$ cat config.mk
export PLATFORM = sky130hd
export DESIGN_NAME = instr_fetch_unit_flat
export DESIGN_NICKNAME = d
export VERILOG_FILES = /design/src/rtl/fetch_pkg.sv /design/src/rtl/instr_fetch_unit_if.sv /design/src/rtl/fetch_fifo.sv /design/src/rtl/instr_fetch_unit.sv /design/src/flat_wrapper.sv
export SDC_FILE = /design/constraint.sdc
export NUM_CORES = 1
export LEC_CHECK = 0
export ABC_AREA = 1
export CAP_MARGIN = 20
export CORE_MARGIN = 2
export CORE_UTILIZATION = 38
export DETAILED_ROUTE_END_ITERATION = 10
export DONT_BUFFER_PORTS = 1
export PLACE_DENSITY_LB_ADDON = 0.1
export SLEW_MARGIN = 20
export SYNTH_ARGS = -nofsm -noshare
export SYNTH_HDL_FRONTEND = slang
export SYNTH_SLANG_ARGS = --single-unit
$ cat constraint.sdc
create_clock -name clk -period 2.4 [get_ports clk]
set_input_delay 0.36 -clock clk [delete_from_list [all_inputs] [get_ports clk]]
set_output_delay 0.36 -clock clk [all_outputs]
set_load 0.005 [all_outputs]
$ cat src/rtl/fetch_pkg.sv
// fetch_pkg: shared types and constants for the instruction fetch unit
package fetch_pkg;
  typedef enum logic [1:0] {ISSUE, WAIT, KILL} fetch_state_t;
  localparam int PC_INCR = 4;
  localparam logic [31:0] INSTR_NOP = 32'h0000_0013;
endpackage

$ cat src/rtl/instr_fetch_unit_if.sv
// instr_fetch_unit_if: memory, redirect and decode-side signals of the fetch unit
interface instr_fetch_unit_if #(parameter int DATA_WIDTH = 32, parameter int ADDR_WIDTH = 32);
  logic                  imem_req;
  logic [ADDR_WIDTH-1:0] imem_addr;
  logic                  imem_ack;
  logic [DATA_WIDTH-1:0] imem_rdata;
  logic                  redirect_valid;
  logic [ADDR_WIDTH-1:0] redirect_pc;
  logic                  instr_valid;
  logic                  instr_ready;
  logic [DATA_WIDTH-1:0] instr;
  logic [ADDR_WIDTH-1:0] instr_pc;
  modport master (
    output imem_req, imem_addr, instr_valid, instr, instr_pc,
    input  imem_ack, imem_rdata, redirect_valid, redirect_pc, instr_ready
  );
  modport slave (
    input  imem_req, imem_addr, instr_valid, instr, instr_pc,
    output imem_ack, imem_rdata, redirect_valid, redirect_pc, instr_ready
  );
endinterface

$ cat src/rtl/fetch_fifo.sv
// fetch_fifo: synchronous FIFO with flush and occupancy count, registered head
module fetch_fifo #(
  parameter int WIDTH = 64,
  parameter int DEPTH = 2
) (
  input  logic                   clk,
  input  logic                   rst,
  input  logic                   flush,
  input  logic                   push,
  input  logic                   pop,
  input  logic [WIDTH-1:0]       din,
  output logic [WIDTH-1:0]       dout,
  output logic [$clog2(DEPTH):0] count
);
  localparam int PW = $clog2(DEPTH);
  localparam int CW = PW + 1;
  logic [WIDTH-1:0] mem [DEPTH];
  logic [PW-1:0] wr_ptr, rd_ptr;
  always_ff @(posedge clk)
    if (rst || flush) begin
      wr_ptr <= '0;
      rd_ptr <= '0;
      count  <= '0;
    end else begin
      wr_ptr <= wr_ptr + PW'(push);
      rd_ptr <= rd_ptr + PW'(pop);
      count  <= count + CW'(push) - CW'(pop);
    end
  always_ff @(posedge clk)
    if (rst) mem <= '{default: '0};
    else if (push) mem[wr_ptr] <= din;
  assign dout = mem[rd_ptr];
endmodule

$ cat src/rtl/instr_fetch_unit.sv
// instr_fetch_unit: PC generation, req/ack instruction fetch and buffering with redirect flush
module instr_fetch_unit
  import fetch_pkg::*;
#(
  parameter int              DATA_WIDTH = 32,
  parameter int              ADDR_WIDTH = 32,
  parameter logic [31:0]     RESET_PC   = 32'h0,
  parameter int              FIFO_DEPTH = 2
) (
  input logic clk,
  input logic rst,
  instr_fetch_unit_if.master bus
);
  localparam int CW = $clog2(FIFO_DEPTH) + 1;
  fetch_state_t state, state_n;
  logic [ADDR_WIDTH-1:0] fetch_pc, fetch_pc_n, req_addr;
  logic [CW-1:0] count;
  logic [ADDR_WIDTH+DATA_WIDTH-1:0] head;
  logic push, pop, flush, valid, slot_after;
  assign flush      = bus.redirect_valid;
  assign valid      = count != '0;
  assign pop        = valid && bus.instr_ready;
  assign push       = state == WAIT && bus.imem_ack && !flush;
  // the request issued after an ack needs its own reserved slot
  assign slot_after = (count + CW'(1) - CW'(pop)) < CW'(FIFO_DEPTH);
  assign fetch_pc_n = flush ? {bus.redirect_pc[ADDR_WIDTH-1:2], 2'b00} :
                      push  ? fetch_pc + ADDR_WIDTH'(PC_INCR) : fetch_pc;
  always_comb begin
    state_n = state;
    case (state)
      ISSUE:   state_n = (flush || count < CW'(FIFO_DEPTH)) ? WAIT : ISSUE;
      WAIT:    state_n = !bus.imem_ack ? (flush ? KILL : WAIT) : (flush || slot_after) ? WAIT : ISSUE;
      KILL:    state_n = !bus.imem_ack ? KILL : flush ? WAIT : ISSUE;
      default: state_n = ISSUE;
    endcase
  end
  // a killed request keeps its original address until it is acked
  always_ff @(posedge clk)
    if (rst) begin
      state    <= ISSUE;
      fetch_pc <= ADDR_WIDTH'(RESET_PC);
      req_addr <= ADDR_WIDTH'(RESET_PC);
    end else begin
      state    <= state_n;
      fetch_pc <= fetch_pc_n;
      if (state_n != KILL) req_addr <= fetch_pc_n;
    end
  fetch_fifo #(.WIDTH(ADDR_WIDTH + DATA_WIDTH), .DEPTH(FIFO_DEPTH)) u_fifo (
    .clk   (clk),
    .rst   (rst),
    .flush (flush),
    .push  (push),
    .pop   (pop),
    .din   ({fetch_pc, bus.imem_rdata}),
    .dout  (head),
    .count (count)
  );
  assign bus.imem_req    = state != ISSUE;
  assign bus.imem_addr   = req_addr;
  assign bus.instr_valid = valid;
  assign {bus.instr_pc, bus.instr} = head;
endmodule

$ cat src/flat_wrapper.sv
// flat-port wrapper written by rule: the top's interface ports become plain ports
module instr_fetch_unit_flat import fetch_pkg::*;
#(
  parameter int              DATA_WIDTH = 32,
  parameter int              ADDR_WIDTH = 32,
  parameter logic [31:0]     RESET_PC   = 32'h0,
  parameter int              FIFO_DEPTH = 2
)
  (clk, rst, bus_imem_req, bus_imem_addr, bus_instr_valid, bus_instr, bus_instr_pc, bus_imem_ack, bus_imem_rdata, bus_redirect_valid, bus_redirect_pc, bus_instr_ready);
  instr_fetch_unit_if #(.DATA_WIDTH(DATA_WIDTH), .ADDR_WIDTH(ADDR_WIDTH)) bus_i ();
  input logic clk;
  input logic rst;
  output wire logic [$bits(bus_i.imem_req)-1:0] bus_imem_req;
  output wire logic [$bits(bus_i.imem_addr)-1:0] bus_imem_addr;
  output wire logic [$bits(bus_i.instr_valid)-1:0] bus_instr_valid;
  output wire logic [$bits(bus_i.instr)-1:0] bus_instr;
  output wire logic [$bits(bus_i.instr_pc)-1:0] bus_instr_pc;
  input wire logic [$bits(bus_i.imem_ack)-1:0] bus_imem_ack;
  input wire logic [$bits(bus_i.imem_rdata)-1:0] bus_imem_rdata;
  input wire logic [$bits(bus_i.redirect_valid)-1:0] bus_redirect_valid;
  input wire logic [$bits(bus_i.redirect_pc)-1:0] bus_redirect_pc;
  input wire logic [$bits(bus_i.instr_ready)-1:0] bus_instr_ready;
  assign bus_imem_req = bus_i.imem_req;
  assign bus_imem_addr = bus_i.imem_addr;
  assign bus_instr_valid = bus_i.instr_valid;
  assign bus_instr = bus_i.instr;
  assign bus_instr_pc = bus_i.instr_pc;
  assign bus_i.imem_ack = bus_imem_ack;
  assign bus_i.imem_rdata = bus_imem_rdata;
  assign bus_i.redirect_valid = bus_redirect_valid;
  assign bus_i.redirect_pc = bus_redirect_pc;
  assign bus_i.instr_ready = bus_instr_ready;
  instr_fetch_unit #(.DATA_WIDTH(DATA_WIDTH), .ADDR_WIDTH(ADDR_WIDTH), .RESET_PC(RESET_PC), .FIFO_DEPTH(FIFO_DEPTH)) u_core (.clk(clk), .rst(rst), .bus(bus_i));
endmodule
Figure 1. Where the registers sit (run 1).
(3 px per um) Other sequential cells in the stronger grey, the rest of the logic in the fainter grey.
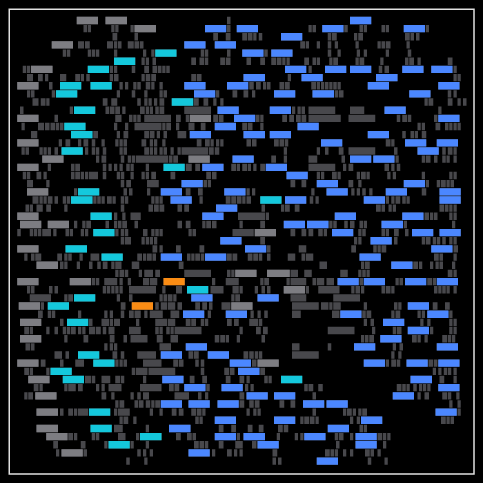
| netlist name | colour | flops |
|---|---|---|
| u_core.state | orange | 2 |
| u_core.fetch_pc | cyan | 32 |
| u_core.u_fifo.mem | blue | 128 |
register area: 3970 sq um
flop share of the area: 42.0%
Final Core Density: 42.1%
power in sequential cells: 3520 uW

Figure 2. Met1 routing (run 1).
(4 px per um) Supply wires on this layer in grey. Cells faint in the background.
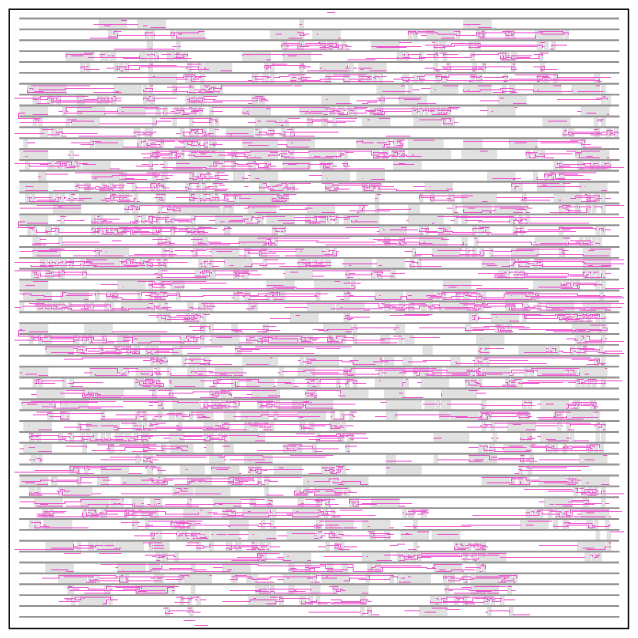
nets with wire on the layer: 1,214
main direction: horizontal
wire length on this layer: 11,500 um
longest straight run: 57.0 um
total wire length: 24,100 um
met1 Resource Use GR: 27.8%
number of vias in the routed layout: 7,517

==> summary.rpt, run 1 <==
PHYSICAL IMPLEMENTATION REPORT
----------------------------------------------------
[Status]
  Outcome ........................ completed

[Timing]
  Minimum period implied by the final worst setup slack ........................ ~2100 ps
  Hold slack final ........................ between 60 and 70 ps
  Clock skew ........................ 14.3 ps
  Maximum clock frequency ........................ 480 MHz
  Number of setup violations in the final report ........................ 0
  Slew @ Worst Pin ........................ 495 ps
  Setup Total Neg Slack ........................ 0 ps
  Slew Limit Headroom ........................ 67.0%
  Final clock period utilization by the worst path ........................ 86.7%
  Post-layout worst setup margin ........................ 318 ps
  Number of hold violations in the final report ........................ 0

[Yosys]
  Simple logic cell fraction of the synthesized area ........................ 32.0%
  Yosys adder share ........................ 0.727%
  Xor/xnor cell area share of the yosys netlist ........................ less than 1%
  Flops after synth ........................ a little under 200
  Library cell with the highest instance count after synthesis ........................ sky130_fd_sc_hd__nand2_1
  Top cells by area ........................ sky130_fd_sc_hd__dfxtp_1, sky130_fd_sc_hd__nand2_1, sky130_fd_sc_hd__o21ai_0, sky130_fd_sc_hd__nor2_1, sky130_fd_sc_hd__a21oi_1
  Multiplexer area fraction after synthesis ........................ 0.116%
  Total nets after synthesis ........................ 1,327
  Post-Syn Area per Cell ........................ around 7 sq um
  Post-synthesis cell area ........................ 8600 sq um
  Area figure in the yosys stat output ........................ 8600 sq um
  Register area share after synthesis ........................ 46.1%
  Yosys warnings ........................ 0
  Instance tally after logic synthesis ........................ around 1,300
  Dominant combinational family ........................ simple AND/OR/NAND/NOR gates
  Async set-or-reset flop fraction in the synthesized netlist ........................ 0%
  Dominant synthesized flop cell ........................ sky130_fd_sc_hd__dfxtp_1
  Number of library cell types mapped by synthesis ........................ 39
  Area share, top type ........................ 46.1%
  Cell taking the most area after synthesis ........................ sky130_fd_sc_hd__dfxtp_1
  Synthesized-area fraction occupied by ao, oa, aoi and oai cells ........................ 14.1%
  Top cells by count ........................ sky130_fd_sc_hd__nand2_1, sky130_fd_sc_hd__dfxtp_1, sky130_fd_sc_hd__nor2_1

[Job]
  Number of OpenROAD warnings ........................ 29

[Placed design]
  Placed cell count ........................ approximately 1,500
  Count of input and output buffers ........................ 0
  GPL Wtd Cong ........................ 0.814
  Post-placement setup slack ........................ 312 ps
  Placed wire-length estimate ........................ approximately 16,000 um

[Setup path]
  Critical path depth ........................ 7
  CP Buf/Inv Count ........................ 2
  Depth of the worst register-to-register path ........................ 7
  Required time of the worst setup path ........................ ~2800 ps
  CP peak stage delay ........................ 420 ps
  Cell-by-cell trace of the critical path ........................ inv_1 -> nand2_1 -> nor2_4 -> ha_2 -> buf_4 -> o21ai_0 -> a21oi_1
  Kind of capture point of the worst setup path ........................ flop
  Launch point of the worst path ........................ u_core.state[1]
  Worst reg2reg path startpoint ........................ u_core.state[1]
  Startpoint type of the worst setup path ........................ flop
  CP endpoint ........................ u_core.u_fifo.mem[51]
  Arrival time of data at the critical path endpoint ........................ 2430 ps
  Worst reg2reg setup slack ........................ 320 ps
  Crit path max-delay cell type ........................ sky130_fd_sc_hd__buf_4
  Top cell family by delay on the critical path ........................ simple AND/OR/NAND/NOR gates
  Max Fanout on Critical Path ........................ 48

[Power]
  Leakage power ........................ 0.00420 uW
  Switching share of power ........................ 25.0%
  Total clock network power ........................ about 2900 uW
  Total Power Consumption ........................ 6900 uW
  Sequential Power Share ........................ between 50% and 60%
  Leading power group ........................ registers
  IR drop worst, VDD ........................ 0.455 mV
  Power Internal ........................ 5180 uW
  Logic pwr share ........................ 7.3%

[Detailed routing]
  Detail Route Antenna Nets ........................ 0
  Starting DRC count in detailed routing ........................ 467
  1st-pass router iterations ........................ 5
  DRC viols ........................ 0

[Layout]
  NumNets Final ........................ 1,295
  Post-route standard cell area excluding fillers ........................ 9450 sq um
  Most common logic cells in the final layout ........................ sky130_fd_sc_hd__nand2_1, sky130_fd_sc_hd__dfxtp_1, sky130_fd_sc_hd__nor2_1
  Combinational Area ........................ 4110 sq um
  Fill cell instance count of the final layout ........................ between 2,000 and 2,500
  Number of diodes added for antenna fixing ........................ 0
  Most used logic cell in the final layout ........................ sky130_fd_sc_hd__nand2_1
  Cell Count, Final, Fillers Out ........................ 1,518

[Clock network]
  Clock Path Buffers ........................ 2
  Clock network latency to the later pin of the worst-skew pair ........................ 430 ps
  Clock slew at reported path FFs ........................ 70 ps
  Clock Root Buffer ........................ sky130_fd_sc_hd__clkbuf_16
  Clock tree from TritonCTS ........................ done
  CTS Buf Count ........................ 17
  Clock sink total ........................ 198
  Depth of the CTS H-tree ........................ 4
  # hold bufs at CTS ........................ 1
  Resize count post-CTS ........................ 0

[Die]
  Rows ........................ 55
  Vert. Die Dim ........................ 154 um
  Starting utilization of the core area ........................ 38.3%

[Worst hold path]
  Type of the worst min-delay path ........................ in -> reg
  End point of the most critical hold path ........................ u_core.u_fifo.mem[73]

[Global route]
  Largest net degree at the start of global routing ........................ roughly 80
  Antenna violations before repair ........................ 0
  Number of global-route vias before repair ........................ slightly above 7,000

----------------------------------------------------
Figure 3. Metal layers overlaid (run 1).
(3 px per um) Only two layers are drawn.
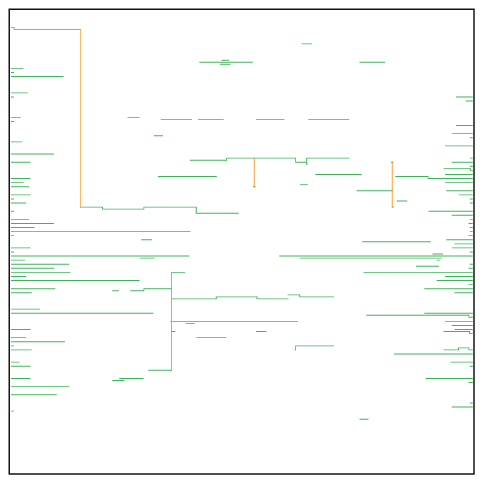
| layer | colour | wire length |
|---|---|---|
| metal 4 | orange | 116 um |
| metal 3 | green | 1,490 um |
WL per Instance: 15.9 um
GR Util All Layers: 20.7%

-- run 1: registers in the layout (all words and copies together) (netlist names) --
name                  count
u_core.bus.imem_addr     32
u_core.fetch_pc          32
u_core.state              2
u_core.u_fifo.count       2
u_core.u_fifo.mem       128
u_core.u_fifo.rd_ptr      1
u_core.u_fifo.wr_ptr      1
-- run 1: per-layer routing --
metal / routed length, um / vias to the layer above / global-route usage [%]
met3: 1490 / 12 / 5.74
met4: 116 / 0 / 4.01
li1: - / 3922 / -
met5: 0 / - / 0
met2: 11000 / 180 / 33.7
met1: 11500 / 3403 / 27.8
-- run 1: final cells by class --
type | count | area share (%)
flip-flops and latches | 198 | 42.0
clock buffers | 21 | 4.87
clock inverters | 10 | 1.27
well taps | 285 | 3.77
multi-input cells | 915 | 43.5
inverters | 71 | 2.82
repair buffers | 18 | 1.83
## Run 2: what changed since run 1
--- a/config.mk
+++ b/config.mk
@@ -7,6 +7,7 @@
 export LEC_CHECK = 0
 export ABC_AREA = 1
 export CAP_MARGIN = 20
+export CORE_ASPECT_RATIO = 0.6
 export CORE_MARGIN = 2
 export CORE_UTILIZATION = 38
 export DETAILED_ROUTE_END_ITERATION = 10
==> constraint.sdc (replaced) <==
create_clock -name clk -period 1.7 [get_ports clk]
set_input_delay 0.255 -clock clk [delete_from_list [all_inputs] [get_ports clk]]
set_output_delay 0.255 -clock clk [all_outputs]
set_load 0.005 [all_outputs]
Figure 4. Where the registers sit (run 2).
(3 px per um) Other sequential cells in the stronger grey, the rest of the logic in the fainter grey.
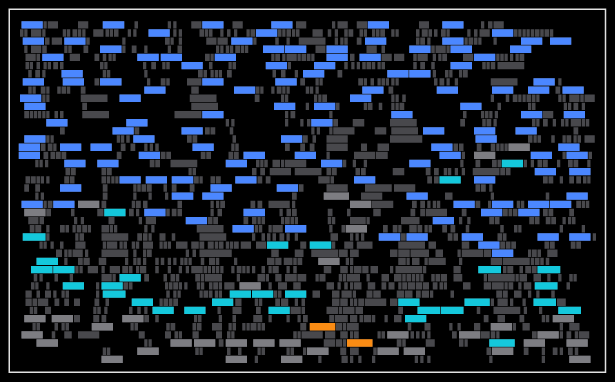
| netlist name | colour | flops |
|---|---|---|
| u_core.u_fifo.mem | blue | 128 |
| u_core.state | orange | 2 |
| u_core.fetch_pc | cyan | 32 |
register area: 3990 sq um
power in sequential cells: 4980 uW
Final Core Density: 48.5%
flop share of the area: 37.3%

Figure 5. Routing congestion (run 2).
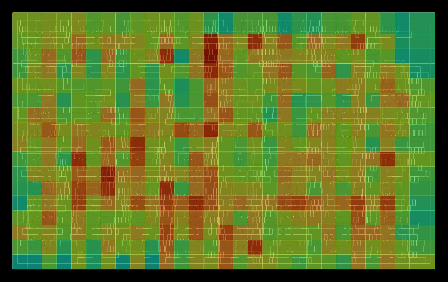
GRT met3 Usage: 5.86%
met2 track demand over resource in global routing: 31.7%
GR Util All Layers: 21.8%
met1 Resource Use GR: 32.1%
layer carrying the most global-route usage: met1

==> summary.rpt, run 2 <==
PHYSICAL IMPLEMENTATION REPORT
----------------------------------------------------
[Status]
  Outcome ........................ completed

[Layout]
  Post-route standard cell area excluding fillers ........................ 10,700 sq um (+13%)
  Seq Cell Count ........................ 198 (unchanged)
  Most common logic cells in the final layout ........................ sky130_fd_sc_hd__nand2_1, sky130_fd_sc_hd__dfxtp_1, sky130_fd_sc_hd__nor2_1
  Number of diodes added for antenna fixing ........................ 1 (+1)
  Total of clock buffers placed in the layout ........................ 24 (+14%)
  Non-clock inverter count in the final layout ........................ 71 (unchanged)
  Clock network share of area ........................ 5.24% (-0.91 points)
  Combinational share of cell area ........................ 40.3% (-3.2 points)
  Most used logic cell in the final layout ........................ sky130_fd_sc_hd__nand2_1
  Non-clock buffer share of cell area ........................ 11.1% (+9.2 points)
  Multi-input combinational cell count ........................ 915 (unchanged)
  Largest reg by FF count ........................ u_core.u_fifo.mem
  Cell Count, Final, Fillers Out ........................ 1,634 (+7.6%)
  Buffer count excluding the clock tree in the final layout ........................ 109 (+91)
  Number of flip-flops under the largest register name ........................ 128 (unchanged)
  Combinational Area ........................ 4320 sq um (+5.1%)
  Largest cell class by area ........................ combinational gates
  NumNets Final ........................ 1,386 (+7.0%)

[Setup path]
  Cell-by-cell trace of the critical path ........................ inv_4 -> nand2_4 -> nor2_4 -> nand4_1 -> nor2_2 -> buf_6 -> nand2_1 -> nand2_1 -> nand2_1 -> nand2_2 -> nand2_1 -> nand2_1 -> nand2_1
  Worst reg2reg setup slack ........................ 5 ps (-310 ps)
  Kind of capture point of the worst setup path ........................ flop
  Launch point of the worst path ........................ u_core.state[1]
  Worst reg2reg path startpoint ........................ u_core.state[1]
  CP endpoint ........................ u_core.bus.imem_addr[16]
  Max Fanout on Critical Path ........................ 6 (-88%)
  Required time of the worst setup path ........................ 2030 ps (-720 ps)
  Top cell family by delay on the critical path ........................ simple AND/OR/NAND/NOR gates
  Depth of the worst register-to-register path ........................ 13 (+6)
  Startpoint type of the worst setup path ........................ flop
  CP Buf/Inv Count ........................ 2 (unchanged)
  CP peak stage delay ........................ 370 ps (-50 ps)
  Critical path depth ........................ 13 (+6)
  Crit path max-delay cell type ........................ sky130_fd_sc_hd__dfxtp_4

[Yosys]
  Library cell with the highest instance count after synthesis ........................ sky130_fd_sc_hd__nand2_1
  Area share, top type ........................ 46.1% (unchanged)
  Register area share after synthesis ........................ 46.1% (unchanged)
  Cell taking the most area after synthesis ........................ sky130_fd_sc_hd__dfxtp_1
  Simple logic cell fraction of the synthesized area ........................ 32.0% (unchanged)
  Area figure in the yosys stat output ........................ 8600 sq um (unchanged)
  Top cells by count ........................ sky130_fd_sc_hd__nand2_1, sky130_fd_sc_hd__dfxtp_1, sky130_fd_sc_hd__nor2_1
  Flops after synth ........................ 198 (unchanged)
  Dominant synthesized flop cell ........................ sky130_fd_sc_hd__dfxtp_1
  Post-synthesis cell area ........................ 8600 sq um (unchanged)
  Instance tally after logic synthesis ........................ 1,253 (unchanged)
  # Cells Yosys ........................ 1,253
  Dominant combinational family ........................ simple AND/OR/NAND/NOR gates
  Synthesized-area fraction occupied by ao, oa, aoi and oai cells ........................ 14.1% (unchanged)
  Multiplexer area fraction after synthesis ........................ 0.116% (unchanged)
  Yosys warnings ........................ 0 (unchanged)
  Xor/xnor cell area share of the yosys netlist ........................ 0.713% (unchanged)
  Yosys adder share ........................ 0.727% (unchanged)
  Number of library cell types mapped by synthesis ........................ 39 (unchanged)
  Async set-or-reset flop fraction in the synthesized netlist ........................ 0% (unchanged)
  Post-Syn Area per Cell ........................ 6.86 sq um (unchanged)
  Top cells by area ........................ sky130_fd_sc_hd__dfxtp_1, sky130_fd_sc_hd__nand2_1, sky130_fd_sc_hd__o21ai_0, sky130_fd_sc_hd__nor2_1, sky130_fd_sc_hd__a21oi_1

[Timing]
  Slew Limit Headroom ........................ 64.5% (-2.6 points)
  Minimum period implied by the final worst setup slack ........................ 1700 ps (-386 ps)
  Final clock period utilization by the worst path ........................ 99.7% (+13 points)
  Setup Total Neg Slack ........................ 0 ps (unchanged)
  RSZ-0062 raised after global routing ........................ true
  Hold slack final ........................ 19.5 ps (-48.1 ps)
  Number of hold violations in the final report ........................ 0 (unchanged)
  Post-layout worst setup margin ........................ 4.65 ps (-314 ps)
  Number of setup violations in the final report ........................ 0 (unchanged)
  Slew @ Worst Pin ........................ 533 ps (+38.5 ps)
  Clock skew ........................ 8.40 ps (-5.93 ps)

[Die]
  Number of tap instances ........................ 308 (+8.1%)
  Vert. Die Dim ........................ 121 um (-22%)
  Rows ........................ 42 (-24%)
  Starting utilization of the core area ........................ 38.9% (+0.54 points)

[Clock network]
  Clock network latency to the later pin of the worst-skew pair ........................ 430 ps (about the same)
  Clock sink total ........................ 198 (unchanged)
  Depth of the CTS H-tree ........................ 4 (unchanged)
  CTS Buf Count ........................ 17 (unchanged)
  Clock Path Buffers ........................ 2 (unchanged)
  Resize count post-CTS ........................ 7 (+7)
  # hold bufs at CTS ........................ 39 (+38)
  Clock Root Buffer ........................ sky130_fd_sc_hd__clkbuf_16
  Clock slew at reported path FFs ........................ 70 ps (about the same)
  Clock tree from TritonCTS ........................ done

[Global route]
  Largest net degree at the start of global routing ........................ 81 (+1.3%)
  Antenna violations before repair ........................ 1 (+1)
  Number of global-route vias before repair ........................ 7,440 (+2.3%)

[Detailed routing]
  DRC viols ........................ 0 (unchanged)
  Starting DRC count in detailed routing ........................ 561 (+20%)
  1st-pass router iterations ........................ 5 (unchanged)
  Detail Route Antenna Nets ........................ 0 (unchanged)

[Placed design]
  Placed wire-length estimate ........................ 17,400 um (+9.4%)
  Post-placement setup slack ........................ -228 ps (-539 ps)
  Count of input and output buffers ........................ 0 (unchanged)
  Placed cell count ........................ 1,543 (+3.8%)

[Job]
  Number of OpenROAD warnings ........................ 31 (+6.9%)

[Power]
  IR drop worst, VDD ........................ 0.691 mV (+52%)
  Total clock network power ........................ 3980 uW (+39%)
  Power Internal ........................ 7390 uW (+43%)
  Total Power Consumption ........................ 9880 uW (+43%)
  Sequential Power Share ........................ 50.5% (-0.6 points)
  Switching share of power ........................ 25.1% (+0.11 points)
  Leakage power ........................ 0.00471 uW (+12%)
  Logic pwr share ........................ 9.3% (+2.0 points)
  Leading power group ........................ registers

[Worst hold path]
  Type of the worst min-delay path ........................ in -> reg

----------------------------------------------------
Figure 6. Metal layers overlaid (run 2).
(3 px per um) Only two layers are drawn.
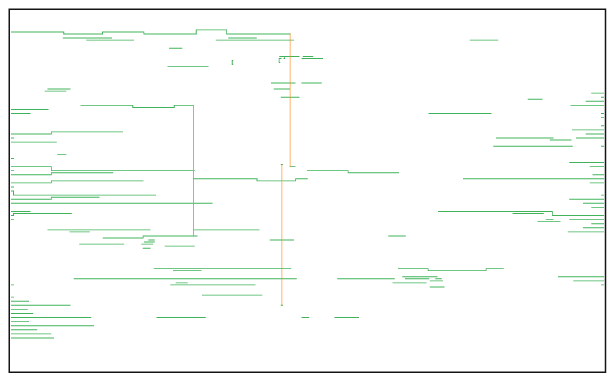
| layer | colour | wire length |
|---|---|---|
| metal 4 | orange | 135 um |
| metal 3 | green | 1,690 um |
number of vias in the routed layout: 8,112
total wire length: 26,700 um
WL per Instance: 16.4 um

run 2: netlist changes by cell type in the layout (fill, tap and decap cells not counted), moves of 9 or more:
cell	change
sky130_fd_sc_hd__buf_12	+11
sky130_fd_sc_hd__buf_4	+30
sky130_fd_sc_hd__dfxtp_1	-13
sky130_fd_sc_hd__dlygate4sd3_1	+39
sky130_fd_sc_hd__nand2_1	-9
sky130_fd_sc_hd__nand3_1	-10
sky130_fd_sc_hd__nand3_2	+10
sky130_fd_sc_hd__nor2_1	-11
run 2: per-layer routing:
layer  wire, um  vias to the layer above  share of wire (%)
met2      11200                      190                 42
met3       1690                        7                6.3
met1      13700                     3804                 51
met5          0                        -                  0
met4        134                        0               0.50
li1           -                     4111                  -
## Run 3: what changed since run 2
--- a/config.mk
+++ b/config.mk
@@ -9,10 +9,11 @@
 export CAP_MARGIN = 20
 export CORE_ASPECT_RATIO = 0.6
 export CORE_MARGIN = 2
-export CORE_UTILIZATION = 38
+export CORE_UTILIZATION = 57
 export DETAILED_ROUTE_END_ITERATION = 10
 export DONT_BUFFER_PORTS = 1
 export PLACE_DENSITY_LB_ADDON = 0.1
+export RECOVER_POWER = 100
 export SLEW_MARGIN = 20
 export SYNTH_ARGS = -nofsm -noshare
 export SYNTH_HDL_FRONTEND = slang
Figure 7. Where the registers sit (run 3).
(4 px per um) Other sequential cells in the stronger grey, the rest of the logic in the fainter grey.
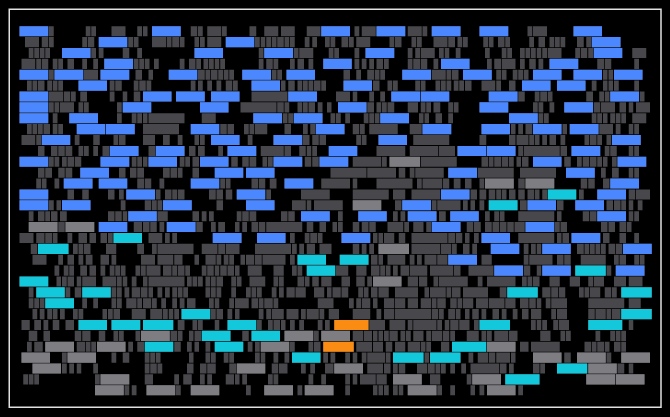
| netlist name | colour | flops |
|---|---|---|
| u_core.u_fifo.mem | blue | 128 |
| u_core.fetch_pc | cyan | 32 |
| u_core.state | orange | 2 |
register area: 4000 sq um
Final Core Density: 70.9%

Figure 8. Met4 routing (run 3).
(4 px per um) Supply wires on this layer in grey.
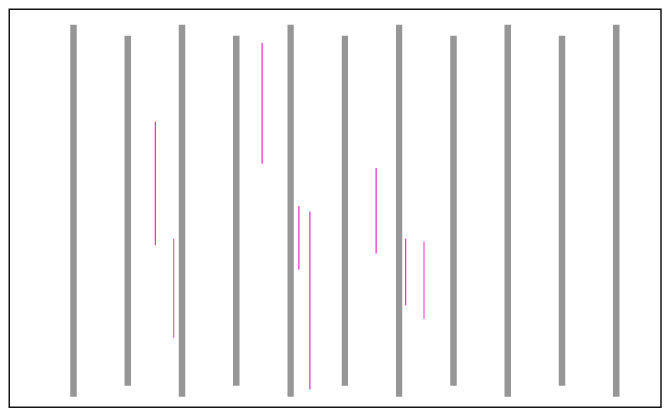
main direction: vertical
longest straight run: 44.2 um
number of vias in the routed layout: 8,196
total wire length: 23,500 um

==> summary.rpt, run 3 <==
PHYSICAL IMPLEMENTATION REPORT
----------------------------------------------------
[Layout]
  NumNets Final ........................ 1,370 (-1.2%)
  Largest reg by FF count ........................ u_core.u_fifo.mem
  Cell Count, Final, Fillers Out ........................ 1,507 (-7.8%)
  Number of diodes added for antenna fixing ........................ 0 (-1)
  Most used logic cell in the final layout ........................ sky130_fd_sc_hd__nand2_1
  Most common logic cells in the final layout ........................ sky130_fd_sc_hd__nand2_1, sky130_fd_sc_hd__nor2_1, sky130_fd_sc_hd__dfxtp_1
  Layout-stage area growth over the synthesis result ........................ 20.6%
  Number of flip-flops under the largest register name ........................ 128 (unchanged)
  Fill cell instance count of the final layout ........................ 1,265
  Combinational Area ........................ 4260 sq um (-1.2%)
  Post-route standard cell area excluding fillers ........................ 10,400 sq um (-3.2%)

[Die]
  Starting utilization of the core area ........................ 58.8% (+20 points)
  Rows ........................ 34 (-19%)
  Vert. Die Dim ........................ 99.2 um (-18%)

[Power]
  Total Power Consumption ........................ 9960 uW (+0.82%)
  IR drop worst, VDD ........................ 0.756 mV (+9.4%)
  Total clock network power ........................ 4100 uW (+3%)
  Sequential Power Share ........................ 50.0% (-0.5 points)
  Leading power group ........................ registers
  Power Internal ........................ 7170 uW (-3.0%)
  Switching share of power ........................ 28.0% (+2.8 points)
  Logic pwr share ........................ 8.9% (-0.4 points)
  Power in sequential cells ........................ 4980 uW (about the same)
  Leakage power ........................ 0.00462 uW (-1.9%)

[Detailed routing]
  WL per Instance ........................ 15.6 um (-4.6%)
  1st-pass router iterations ........................ 5 (unchanged)
  Detail Route Antenna Nets ........................ 0 (unchanged)
  Starting DRC count in detailed routing ........................ 891 (+59%)
  DRC viols ........................ 0 (unchanged)
  Wire length on met2 ........................ 10,300 um (-8.2%)

[Global route]
  Met2 track demand over resource in global routing ........................ 44.1% (+12 points)
  Antenna violations before repair ........................ 0 (-1)
  GRT met3 Usage ........................ 7.55% (+1.7 points)
  Number of global-route vias before repair ........................ 7,567 (+1.7%)
  Layer carrying the most global-route usage ........................ met2
  Largest net degree at the start of global routing ........................ 69 (-15%)
  GR Util All Layers ........................ 28.5% (+6.7 points)

[Yosys]
  Register area share after synthesis ........................ 46.1% (unchanged)
  Dominant synthesized flop cell ........................ sky130_fd_sc_hd__dfxtp_1
  Library cell with the highest instance count after synthesis ........................ sky130_fd_sc_hd__nand2_1
  Area share, top type ........................ 46.1% (unchanged)
  Xor/xnor cell area share of the yosys netlist ........................ 0.713% (unchanged)
  Post-Syn Area per Cell ........................ 6.86 sq um (unchanged)
  Area figure in the yosys stat output ........................ 8600 sq um (unchanged)
  Multiplexer area fraction after synthesis ........................ 0.116% (unchanged)
  Top cells by area ........................ sky130_fd_sc_hd__dfxtp_1, sky130_fd_sc_hd__nand2_1, sky130_fd_sc_hd__o21ai_0, sky130_fd_sc_hd__nor2_1, sky130_fd_sc_hd__a21oi_1
  # Cells Yosys ........................ 1,253 (unchanged)
  Flops after synth ........................ 198 (unchanged)
  Post-synthesis cell area ........................ 8600 sq um (unchanged)
  Yosys warnings ........................ 0 (unchanged)
  Dominant combinational family ........................ simple AND/OR/NAND/NOR gates
  Synthesized-area fraction occupied by ao, oa, aoi and oai cells ........................ 14.1% (unchanged)
  Yosys adder share ........................ 0.727% (unchanged)
  Async set-or-reset flop fraction in the synthesized netlist ........................ 0% (unchanged)
  Number of library cell types mapped by synthesis ........................ 39 (unchanged)

[Setup path]
  Worst reg2reg setup slack ........................ -10 ps (-20 ps)
  CP endpoint ........................ u_core.bus.imem_addr[22]
  Cell-by-cell trace of the critical path ........................ ha_4 -> inv_4 -> nor2_4 -> nand4_1 -> nor2_2 -> buf_6 -> buf_4 -> nand3_1 -> nand2_1 -> nand2_1 -> nand3_1 -> nand2_1
  Kind of capture point of the worst setup path ........................ flop
  Crit path max-delay cell type ........................ sky130_fd_sc_hd__dfxtp_4
  End of the worst register-to-register path ........................ u_core.bus.imem_addr[22]
  CP Buf/Inv Count ........................ 3 (+1)
  Critical path depth ........................ 12 (-1)
  Top cell family by delay on the critical path ........................ simple AND/OR/NAND/NOR gates
  Depth of the worst register-to-register path ........................ 12 (-1)
  Worst reg2reg path startpoint ........................ u_core.fetch_pc[2]
  Startpoint type of the worst setup path ........................ flop
  Launch point of the worst path ........................ u_core.fetch_pc[2]
  Max Fanout on Critical Path ........................ 6 (unchanged)
  Required time of the worst setup path ........................ 2040 ps (about the same)
  CP peak stage delay ........................ 380 ps (about the same)

[Clock network]
  Resize count post-CTS ........................ 9 (+2)
  Depth of the CTS H-tree ........................ 4 (unchanged)
  Clock Path Buffers ........................ 2 (unchanged)
  Number of setup buffers added after CTS ........................ 6
  Clock Root Buffer ........................ sky130_fd_sc_hd__clkbuf_16
  Clock network latency to the later pin of the worst-skew pair ........................ 440 ps (about the same)
  # hold bufs at CTS ........................ 38 (-2.6%)
  Clock slew at reported path FFs ........................ 90 ps (+20 ps)
  Clock sink total ........................ 198 (unchanged)
  Clock tree from TritonCTS ........................ done

[Timing]
  RSZ-0062 raised after global routing ........................ true
  Final clock period utilization by the worst path ........................ 101% (+1.1 points)
  Slew @ Worst Pin ........................ 472 ps (-61.3 ps)
  Post-layout worst setup margin ........................ -14.5 ps (-19.2 ps)
  Number of setup violations in the final report ........................ 2 (+2)
  Slew Limit Headroom ........................ 68.5% (+4.1 points)
  Number of hold violations in the final report ........................ 1 (+1)
  Hold slack final ........................ -0.0392 ps (-19.6 ps)
  Setup Total Neg Slack ........................ -15.6 ps (-15.6 ps)
  Minimum period implied by the final worst setup slack ........................ 1710 ps (+19.2 ps)

[Placed design]
  Count of input and output buffers ........................ 0 (unchanged)
  Post-placement setup slack ........................ -193 ps (+34.4 ps)
  Placed cell count ........................ 1,421 (-7.9%)
  Placed wire-length estimate ........................ 14,800 um (-15%)

[Job]
  Total of max-cap violations ........................ 0
  Number of OpenROAD warnings ........................ 31 (unchanged)

[Worst hold path]
  Type of the worst min-delay path ........................ in -> reg
  Worst hold path depth ........................ 2

[Status]
  Violated checks ........................ hold timing, setup timing
  Outcome ........................ finished with violations

----------------------------------------------------
Figure 9. Met1 routing (run 3).
(4 px per um) Supply wires on this layer in grey. Cells faint in the background.
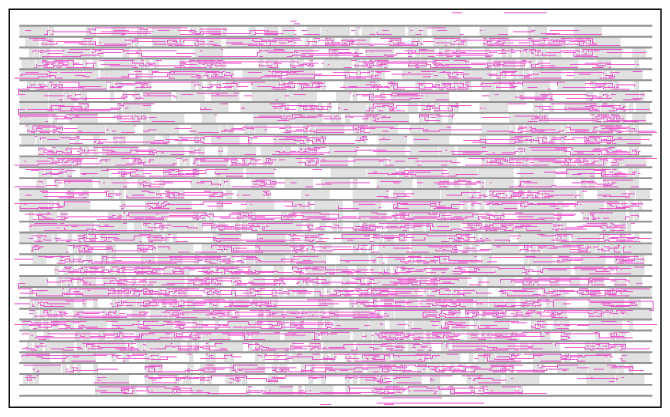
longest straight run: 37.3 um
main direction: horizontal
share of all routed wire: 46%
wire length on this layer: 10,900 um
met1 Resource Use GR: 40.3%

-- run 3: cell types whose count changed in the layout (fill, tap and decap cells not counted), moves of 4 or more --
cell	change
sky130_fd_sc_hd__buf_4	-7
sky130_fd_sc_hd__clkbuf_1	-6
sky130_fd_sc_hd__buf_6	-5
sky130_fd_sc_hd__clkinv_8	+5
sky130_fd_sc_hd__nand3_2	-5
sky130_fd_sc_hd__dfxtp_2	+4
sky130_fd_sc_hd__nand3_1	+4
-- run 3: layout make-up --
class                   instances  area share [%]
inverters                      71            2.62
repair buffers                 93            9.61
flip-flops and latches        198            38.5
multi-input cells             915            41.1
clock inverters                15            1.70
well taps                     198            2.39
clock buffers                  17            4.10
Power and IR drop assume default switching activity.
